$ cat src/rtl/nx_msg_pkg.sv
`default_nettype none
// ============================================================================
// Module      : nx_msg_pkg
// Description : Shared definitions for the node message stream. Holds the
//               command and direction encodings, field widths, packed layouts
//               of the message header and payloads, and the routing helper.
//               Used by nx_msg_decoder here and by nx_node_control for
//               encoding.
// Revision    : 1.0 - initial release
// ============================================================================
package nx_msg_pkg;

  // Field widths of a message: [31:28] row, [27:24] col, [23:22] cmd,
  // [21:0] payload.
  localparam int MSG_STREAM_W  = 32;
  localparam int MSG_ROW_W     = 4;
  localparam int MSG_COL_W     = 4;
  localparam int MSG_CMD_W     = 2;
  localparam int MSG_PAYLOAD_W = 22;
  localparam int MSG_IDX_W     = 3;

  typedef enum logic [MSG_CMD_W-1:0] {
    CMD_LOAD_INSTR = 2'd0,
    CMD_MAP_OUTPUT = 2'd1,
    CMD_SIG_STATE  = 2'd2,
    CMD_RESERVED   = 2'd3
  } cmd_e;

  typedef enum logic [1:0] {
    DIRX_NORTH = 2'd0,
    DIRX_EAST  = 2'd1,
    DIRX_SOUTH = 2'd2,
    DIRX_WEST  = 2'd3
  } dir_e;

  typedef struct packed {
    logic [MSG_ROW_W-1:0]     row;
    logic [MSG_COL_W-1:0]     col;
    cmd_e                     cmd;
    logic [MSG_PAYLOAD_W-1:0] payload;
  } msg_hdr_t;

  // MAP_OUTPUT payload: [14:12] idx, [11:8] tgt_row, [7:4] tgt_col,
  // [3:1] tgt_idx, [0] seq.
  typedef struct packed {
    logic [6:0]           rsvd;
    logic [MSG_IDX_W-1:0] idx;
    logic [MSG_ROW_W-1:0] tgt_row;
    logic [MSG_COL_W-1:0] tgt_col;
    logic [MSG_IDX_W-1:0] tgt_idx;
    logic                 seq;
  } map_payload_t;

  // SIG_STATE payload: [4:2] index, [1] is_seq, [0] state.
  typedef struct packed {
    logic [16:0]          rsvd;
    logic [MSG_IDX_W-1:0] index;
    logic                 is_seq;
    logic                 state;
  } sig_payload_t;

  // Row-first routing: resolve the row difference before the column.
  function automatic dir_e route_dir(
    input logic [MSG_ROW_W-1:0] row,
    input logic [MSG_COL_W-1:0] col,
    input logic [MSG_ROW_W-1:0] node_row,
    input logic [MSG_COL_W-1:0] node_col
  );
    dir_e dir;
    if (row > node_row)      dir = DIRX_SOUTH;
    else if (row < node_row) dir = DIRX_NORTH;
    else if (col > node_col) dir = DIRX_EAST;
    else                     dir = DIRX_WEST;
    return dir;
  endfunction

endpackage
`default_nettype wire

$ cat src/rtl/nx_fifo.sv
`default_nettype none
// ============================================================================
// Module      : nx_fifo
// Description : Small synchronous FIFO with full/empty flags. Head entry is
//               presented combinationally on data_o. A push while full and a
//               pop while empty are ignored.
// Ports       : clk_i, rst_i (async active-low), push_i/data_i (write side),
//               pop_i/data_o (read side), full_o, empty_o.
// Revision    : 1.0 - initial release
// ============================================================================
module nx_fifo #(
  parameter int WIDTH = 34,
  parameter int DEPTH = 2
) (
  input  logic             clk_i,
  input  logic             rst_i,
  input  logic             push_i,
  input  logic [WIDTH-1:0] data_i,
  input  logic             pop_i,
  output logic [WIDTH-1:0] data_o,
  output logic             full_o,
  output logic             empty_o
);

  localparam int PTR_W = $clog2(DEPTH);
  localparam int CNT_W = $clog2(DEPTH + 1);

  logic [WIDTH-1:0] mem_q [DEPTH];
  logic [WIDTH-1:0] mem_d [DEPTH];
  logic [PTR_W-1:0] wr_ptr_q, wr_ptr_d;
  logic [PTR_W-1:0] rd_ptr_q, rd_ptr_d;
  logic [CNT_W-1:0] count_q, count_d;
  logic             push_ok;
  logic             pop_ok;

  assign full_o  = (count_q == CNT_W'(DEPTH));
  assign empty_o = (count_q == '0);
  assign data_o  = mem_q[rd_ptr_q];
  assign push_ok = push_i && !full_o;
  assign pop_ok  = pop_i && !empty_o;

  // DEPTH is a power of two, so pointer increments wrap naturally.
  always_comb begin
    mem_d    = mem_q;
    wr_ptr_d = wr_ptr_q;
    rd_ptr_d = rd_ptr_q;
    count_d  = count_q;
    if (push_ok) begin
      mem_d[wr_ptr_q] = data_i;
      wr_ptr_d        = wr_ptr_q + PTR_W'(1);
    end
    if (pop_ok) begin
      rd_ptr_d = rd_ptr_q + PTR_W'(1);
    end
    case ({push_ok, pop_ok})
      2'b10:   count_d = count_q + CNT_W'(1);
      2'b01:   count_d = count_q - CNT_W'(1);
      default: count_d = count_q;
    endcase
  end

  always_ff @(posedge clk_i or negedge rst_i) begin
    if (!rst_i) begin
      for (int i = 0; i < DEPTH; i++) begin
        mem_q[i] <= '0;
      end
      wr_ptr_q <= '0;
      rd_ptr_q <= '0;
      count_q  <= '0;
    end else begin
      mem_q    <= mem_d;
      wr_ptr_q <= wr_ptr_d;
      rd_ptr_q <= rd_ptr_d;
      count_q  <= count_d;
    end
  end

endmodule
`default_nettype wire

$ cat src/rtl/nx_msg_decoder.sv
`default_nettype none
// ============================================================================
// Module      : nx_msg_decoder
// Description : Inbound end of the node message stream. Messages addressed
//               to this node are decoded into registered one-cycle strobes
//               (map, signal, instruction, error). Messages for other nodes
//               are tagged with a route direction and queued in a bypass
//               FIFO.
// Ports       : clk_i, rst_i (async active-low), node_row_i/node_col_i
//               (own address), msg_* (inbound valid/ready), byp_* (forward
//               valid/ready with direction), map_*, signal_*, instr_*
//               (local strobes and fields), error_o, idle_o.
// Revision    : 1.0 - initial release
// ============================================================================
module nx_msg_decoder
  import nx_msg_pkg::*;
#(
  parameter int STREAM_WIDTH   = 32,
  parameter int ADDR_ROW_WIDTH = 4,
  parameter int ADDR_COL_WIDTH = 4,
  parameter int COMMAND_WIDTH  = 2,
  parameter int INPUTS         = 8,
  parameter int OUTPUTS        = 8,
  parameter int INSTR_WIDTH    = 22,
  parameter int BYPASS_DEPTH   = 2
) (
  input  logic                       clk_i,
  input  logic                       rst_i,
  input  logic [ADDR_ROW_WIDTH-1:0]  node_row_i,
  input  logic [ADDR_COL_WIDTH-1:0]  node_col_i,
  input  logic [STREAM_WIDTH-1:0]    msg_data_i,
  input  logic                       msg_valid_i,
  output logic                       msg_ready_o,
  output logic [STREAM_WIDTH-1:0]    byp_data_o,
  output logic [1:0]                 byp_dir_o,
  output logic                       byp_valid_o,
  input  logic                       byp_ready_i,
  output logic [$clog2(OUTPUTS)-1:0] map_idx_o,
  output logic [ADDR_ROW_WIDTH-1:0]  map_tgt_row_o,
  output logic [ADDR_COL_WIDTH-1:0]  map_tgt_col_o,
  output logic [$clog2(INPUTS)-1:0]  map_tgt_idx_o,
  output logic                       map_tgt_seq_o,
  output logic                       map_valid_o,
  output logic [$clog2(INPUTS)-1:0]  signal_index_o,
  output logic                       signal_is_seq_o,
  output logic                       signal_state_o,
  output logic                       signal_valid_o,
  output logic [INSTR_WIDTH-1:0]     instr_data_o,
  output logic                       instr_valid_o,
  output logic                       error_o,
  output logic                       idle_o
);

  localparam int HDR_W  = ADDR_ROW_WIDTH + ADDR_COL_WIDTH + COMMAND_WIDTH;
  localparam int PL_W   = STREAM_WIDTH - HDR_W;
  localparam int FIFO_W = STREAM_WIDTH + 2;
  localparam int OIDX_W = $clog2(OUTPUTS);
  localparam int IIDX_W = $clog2(INPUTS);

  // --------------------------------------------------------------------------
  // Field extraction
  // --------------------------------------------------------------------------
  logic [ADDR_ROW_WIDTH-1:0] msg_row;
  logic [ADDR_COL_WIDTH-1:0] msg_col;
  cmd_e                      msg_cmd;
  logic [PL_W-1:0]           msg_payload;
  map_payload_t              map_pl;
  sig_payload_t              sig_pl;
  logic                      unused_rsvd;

  assign msg_row     = msg_data_i[STREAM_WIDTH-1 -: ADDR_ROW_WIDTH];
  assign msg_col     = msg_data_i[STREAM_WIDTH-ADDR_ROW_WIDTH-1 -: ADDR_COL_WIDTH];
  assign msg_cmd     = cmd_e'(msg_data_i[PL_W +: COMMAND_WIDTH]);
  assign msg_payload = msg_data_i[PL_W-1:0];
  assign map_pl      = map_payload_t'(msg_payload);
  assign sig_pl      = sig_payload_t'(msg_payload);
  assign unused_rsvd = ^{map_pl.rsvd, sig_pl.rsvd};

  // --------------------------------------------------------------------------
  // Accept / route
  // --------------------------------------------------------------------------
  logic fifo_full;
  logic fifo_empty;
  logic accept;
  logic is_local;
  logic fifo_push;
  logic fifo_pop;
  dir_e msg_dir;
  logic [FIFO_W-1:0] fifo_head;

  // Ready is a pure function of occupancy: a pop in the same cycle does not
  // reopen the input, which keeps byp_ready_i off the msg_ready_o path.
  assign msg_ready_o = !fifo_full;
  assign accept      = msg_valid_i && msg_ready_o;
  assign is_local    = (msg_row == node_row_i) && (msg_col == node_col_i);
  assign msg_dir     = route_dir(msg_row, msg_col, node_row_i, node_col_i);
  assign fifo_push   = accept && !is_local;
  assign fifo_pop    = byp_valid_o && byp_ready_i;

  nx_fifo #(
    .WIDTH (FIFO_W),
    .DEPTH (BYPASS_DEPTH)
  ) u_bypass_fifo (
    .clk_i   (clk_i),
    .rst_i   (rst_i),
    .push_i  (fifo_push),
    .data_i  ({msg_dir, msg_data_i}),
    .pop_i   (fifo_pop),
    .data_o  (fifo_head),
    .full_o  (fifo_full),
    .empty_o (fifo_empty)
  );

  assign byp_valid_o = !fifo_empty;
  assign byp_dir_o   = fifo_head[FIFO_W-1 -: 2];
  assign byp_data_o  = fifo_head[STREAM_WIDTH-1:0];

  // --------------------------------------------------------------------------
  // Local decode: strobes default low, data fields hold unless reloaded
  // --------------------------------------------------------------------------
  logic                      map_valid_q,     map_valid_d;
  logic [OIDX_W-1:0]         map_idx_q,       map_idx_d;
  logic [ADDR_ROW_WIDTH-1:0] map_tgt_row_q,   map_tgt_row_d;
  logic [ADDR_COL_WIDTH-1:0] map_tgt_col_q,   map_tgt_col_d;
  logic [IIDX_W-1:0]         map_tgt_idx_q,   map_tgt_idx_d;
  logic                      map_tgt_seq_q,   map_tgt_seq_d;
  logic                      signal_valid_q,  signal_valid_d;
  logic [IIDX_W-1:0]         signal_index_q,  signal_index_d;
  logic                      signal_is_seq_q, signal_is_seq_d;
  logic                      signal_state_q,  signal_state_d;
  logic                      instr_valid_q,   instr_valid_d;
  logic [INSTR_WIDTH-1:0]    instr_data_q,    instr_data_d;
  logic                      error_q,         error_d;

  always_comb begin
    map_valid_d     = 1'b0;
    signal_valid_d  = 1'b0;
    instr_valid_d   = 1'b0;
    error_d         = 1'b0;
    map_idx_d       = map_idx_q;
    map_tgt_row_d   = map_tgt_row_q;
    map_tgt_col_d   = map_tgt_col_q;
    map_tgt_idx_d   = map_tgt_idx_q;
    map_tgt_seq_d   = map_tgt_seq_q;
    signal_index_d  = signal_index_q;
    signal_is_seq_d = signal_is_seq_q;
    signal_state_d  = signal_state_q;
    instr_data_d    = instr_data_q;
    if (accept && is_local) begin
      case (msg_cmd)
        CMD_MAP_OUTPUT: begin
          map_valid_d   = 1'b1;
          map_idx_d     = map_pl.idx;
          map_tgt_row_d = map_pl.tgt_row;
          map_tgt_col_d = map_pl.tgt_col;
          map_tgt_idx_d = map_pl.tgt_idx;
          map_tgt_seq_d = map_pl.seq;
        end
        CMD_SIG_STATE: begin
          signal_valid_d  = 1'b1;
          signal_index_d  = sig_pl.index;
          signal_is_seq_d = sig_pl.is_seq;
          signal_state_d  = sig_pl.state;
        end
        CMD_LOAD_INSTR: begin
          instr_valid_d = 1'b1;
          instr_data_d  = msg_payload[INSTR_WIDTH-1:0];
        end
        default: begin
          error_d = 1'b1;
        end
      endcase
    end
  end

  always_ff @(posedge clk_i or negedge rst_i) begin
    if (!rst_i) begin
      map_valid_q     <= 1'b0;
      map_idx_q       <= '0;
      map_tgt_row_q   <= '0;
      map_tgt_col_q   <= '0;
      map_tgt_idx_q   <= '0;
      map_tgt_seq_q   <= 1'b0;
      signal_valid_q  <= 1'b0;
      signal_index_q  <= '0;
      signal_is_seq_q <= 1'b0;
      signal_state_q  <= 1'b0;
      instr_valid_q   <= 1'b0;
      instr_data_q    <= '0;
      error_q         <= 1'b0;
    end else begin
      map_valid_q     <= map_valid_d;
      map_idx_q       <= map_idx_d;
      map_tgt_row_q   <= map_tgt_row_d;
      map_tgt_col_q   <= map_tgt_col_d;
      map_tgt_idx_q   <= map_tgt_idx_d;
      map_tgt_seq_q   <= map_tgt_seq_d;
      signal_valid_q  <= signal_valid_d;
      signal_index_q  <= signal_index_d;
      signal_is_seq_q <= signal_is_seq_d;
      signal_state_q  <= signal_state_d;
      instr_valid_q   <= instr_valid_d;
      instr_data_q    <= instr_data_d;
      error_q         <= error_d;
    end
  end

  assign map_valid_o     = map_valid_q;
  assign map_idx_o       = map_idx_q;
  assign map_tgt_row_o   = map_tgt_row_q;
  assign map_tgt_col_o   = map_tgt_col_q;
  assign map_tgt_idx_o   = map_tgt_idx_q;
  assign map_tgt_seq_o   = map_tgt_seq_q;
  assign signal_valid_o  = signal_valid_q;
  assign signal_index_o  = signal_index_q;
  assign signal_is_seq_o = signal_is_seq_q;
  assign signal_state_o  = signal_state_q;
  assign instr_valid_o   = instr_valid_q;
  assign instr_data_o    = instr_data_q;
  assign error_o         = error_q;

  assign idle_o = fifo_empty && !msg_valid_i &&
                  !(map_valid_q || signal_valid_q || instr_valid_q || error_q);

endmodule
`default_nettype wire

$ cat config.mk
export PLATFORM = sky130hd
export DESIGN_NAME = nx_msg_decoder
export DESIGN_NICKNAME = d
export VERILOG_FILES = /design/src/rtl/nx_msg_pkg.sv /design/src/rtl/nx_fifo.sv /design/src/rtl/nx_msg_decoder.sv
export SDC_FILE = /design/constraint.sdc
export NUM_CORES = 1
export LEC_CHECK = 0
export ABC_CLOCK_PERIOD_IN_PS = 1900
export CAP_MARGIN = 20
export CORE_ASPECT_RATIO = 1.1
export CORE_UTILIZATION = 49
export CTS_CLUSTER_DIAMETER = 80
export DETAILED_ROUTE_END_ITERATION = 8
export PLACE_DENSITY_LB_ADDON = 0.12
export SLEW_MARGIN = 0
export SYNTH_ARGS = -nofsm -noshare
export SYNTH_HDL_FRONTEND = slang
export SYNTH_SLANG_ARGS = --single-unit
export TNS_END_PERCENT = 5
$ cat constraint.sdc
create_clock -name clk_i -period 1.9 [get_ports clk_i]
set_input_delay 0.475 -clock clk_i [delete_from_list [all_inputs] [get_ports clk_i]]
set_output_delay 0.475 -clock clk_i [all_outputs]
set_load 0.03 [all_outputs]
**Met1 routing**

The bar under the picture is 20 µm long. Supply wires on this layer in gray.
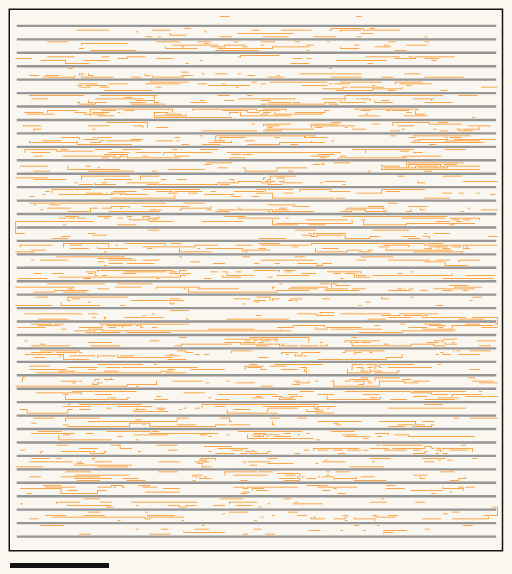
wire length on this layer: 4,870 µm
nets with wire on the layer: 517
final wirelength: 11,800 µm
met1 Track Usage GR: 27.1%
via count: 3,408

**The metal 2 layer**

The bar under the picture is 20 µm long.
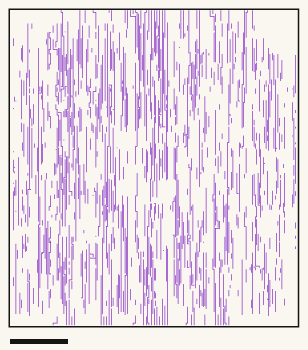
nets with wire on the layer: 540
longest straight run: 59.8 µm
main direction: vertical
share of all routed wire: 53%
wire length on this layer: 6,230 µm

**Met3 routing**

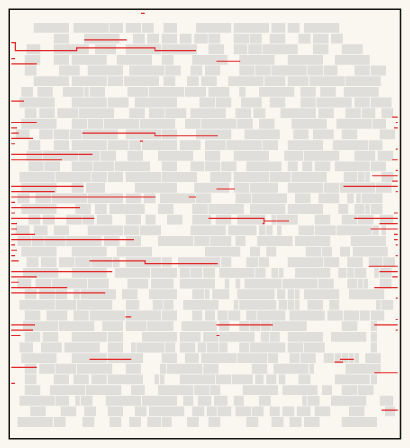
main direction: horizontal
longest straight run: 36.6 µm
M3 GR Usage: 7.44%

**M4 wires**

The bar under the picture is 20 µm long. Supply wires on this layer in gray.
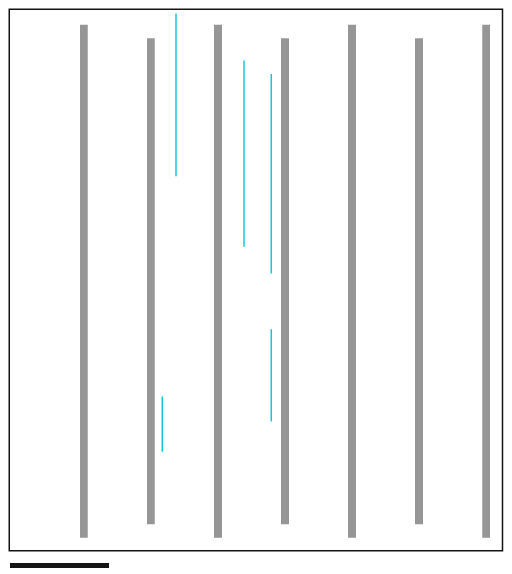
share of all routed wire: 1.2%
main direction: vertical
nets with wire on the layer: 3
wire length on this layer: 139 µm
longest straight run: 40.1 µm

==> Slide: Implementation Results <==
Physical Implementation Snapshot

CTS
  • CTS tree: yes
  • CTS clk-pin slew, worst paths: 60 ps
  • CTS root buffer: clkbuf_8
  • Post-CTS setup buffers: 1
  • Sink Count: 118
  • TritonCTS Buffers: 17
  • Bufs on Longest Clock Path: 2
  • Hold Buf Count CTS: 1

Route
  • Total iterations of the first detailed-routing run: 4
  • DRC: 0
  • Metal1 wirelength: 4870 µm
  • DR top layer: met4
  • Met2 WL post-DR: 6230 µm
  • Routed Antenna Nets: 0

Yosys
  • Number of enable flip-flop cells: 0
  • Post-Synth XOR/XNOR Area: 0.683%
  • Syn nets: 397
  • Chip Area, Yosys: 5130 µm²
  • Comb area leader: multiplexers
  • Yosys simple share: 4.42%
  • Synth cell types: 35
  • Mean Syn Cell Area: 14.9 µm²
  • Post-synth ARST share: 100%
  • Synthesized cell area: 5130 µm²
  • Yosys top cell by instances: mux2_2
  • Synth area leader: dfrtp_1
  • Ranking of synthesized cells by area: dfrtp_1 (58%), mux2_2 (27%), mux2_4 (2.9%)

Floorplan
  • Total die area: 10,900 µm²
  • Tap cells: 140
  • FP Util: 51.1%
  • Io pins: 127
  • Die Width: 99.5 µm
  • Core area: 10,000 µm²
  • Placement Rows: 38
  • Die height: 109 µm

Finish
  • Antenna diodes: 0
  • Largest register FFs: 68
  • Seq area share: 38.3%
  • Fill cell count: 684
  • Layout clock buffers: 22
  • Logic Gate Count: 198
  • Dominant logic cell type in the layout: dfrtp_1
  • Layout Area Growth over Synthesis: 50.3%
  • Largest register by flop count: u_bypass_fifo.mem_q
  • Combinational share of cell area: 30.1%
  • Share of cells above drive strength 1: 51.8%

Pwr
  • Total Power: 0.0125 W
  • Logic gate share of total power: 45.1%
  • Combinational Power: 0.00565 W
  • Seq. pwr: 0.00376 W
  • Internal: 0.00832 W
  • Peak supply drop: 849 µV
  • Top pwr grp: combinational cells
  • Switching Fraction: 33.7%
  • P_leak: 3.79 nW
  • Clk pwr: 0.00313 W

Worst setup path
  • Worst flop-to-flop path endpoint: map_tgt_seq_o
  • Cells along the critical path: or4_4 -> nor3_2 -> buf_4
  • Req. time, crit path: 1420 ps
  • Critical path's top delay family: simple AND/OR/NAND/NOR gates
  • CP Depth: 3
  • R2r setup slk: 230 ps
  • Reg-to-Reg Start: u_bypass_fifo.count_q[1]
  • Slowest-stage cell, CP: or4_4
  • Worst Path Buf+Inv: 1

Timing
  • Setup_tns: -7450 ps
  • RSZ-0062 raised after global routing: yes
  • Worst slew margin: 76.1%
  • Final period util: 114%
  • Fin worst setup slack: -271 ps
  • Setup violators final: 37
  • Min Hold Slack: 381 ps

Flow run
  • Max cap viols: 0

GRT
  • Gr busiest metal: met2
  • Vias in the first global route: 3,730
  • Wire length of the first global-routing pass: 18,900 µm
  • Total track usage: 23.3%
  • Initial antenna violation count: 0

Placement
  • Post-DP HPWL: 8150 µm
  • Placed insts: 636
  • Area after DPL: 7000 µm²
  • Buffers on Ports: 126

Outcome
  • Status: finished, violations left
  • Failing checks: negative setup slack

Min path
  • Worst hold path class: input port to async pin
Power is estimated from default activity; no workload was simulated.
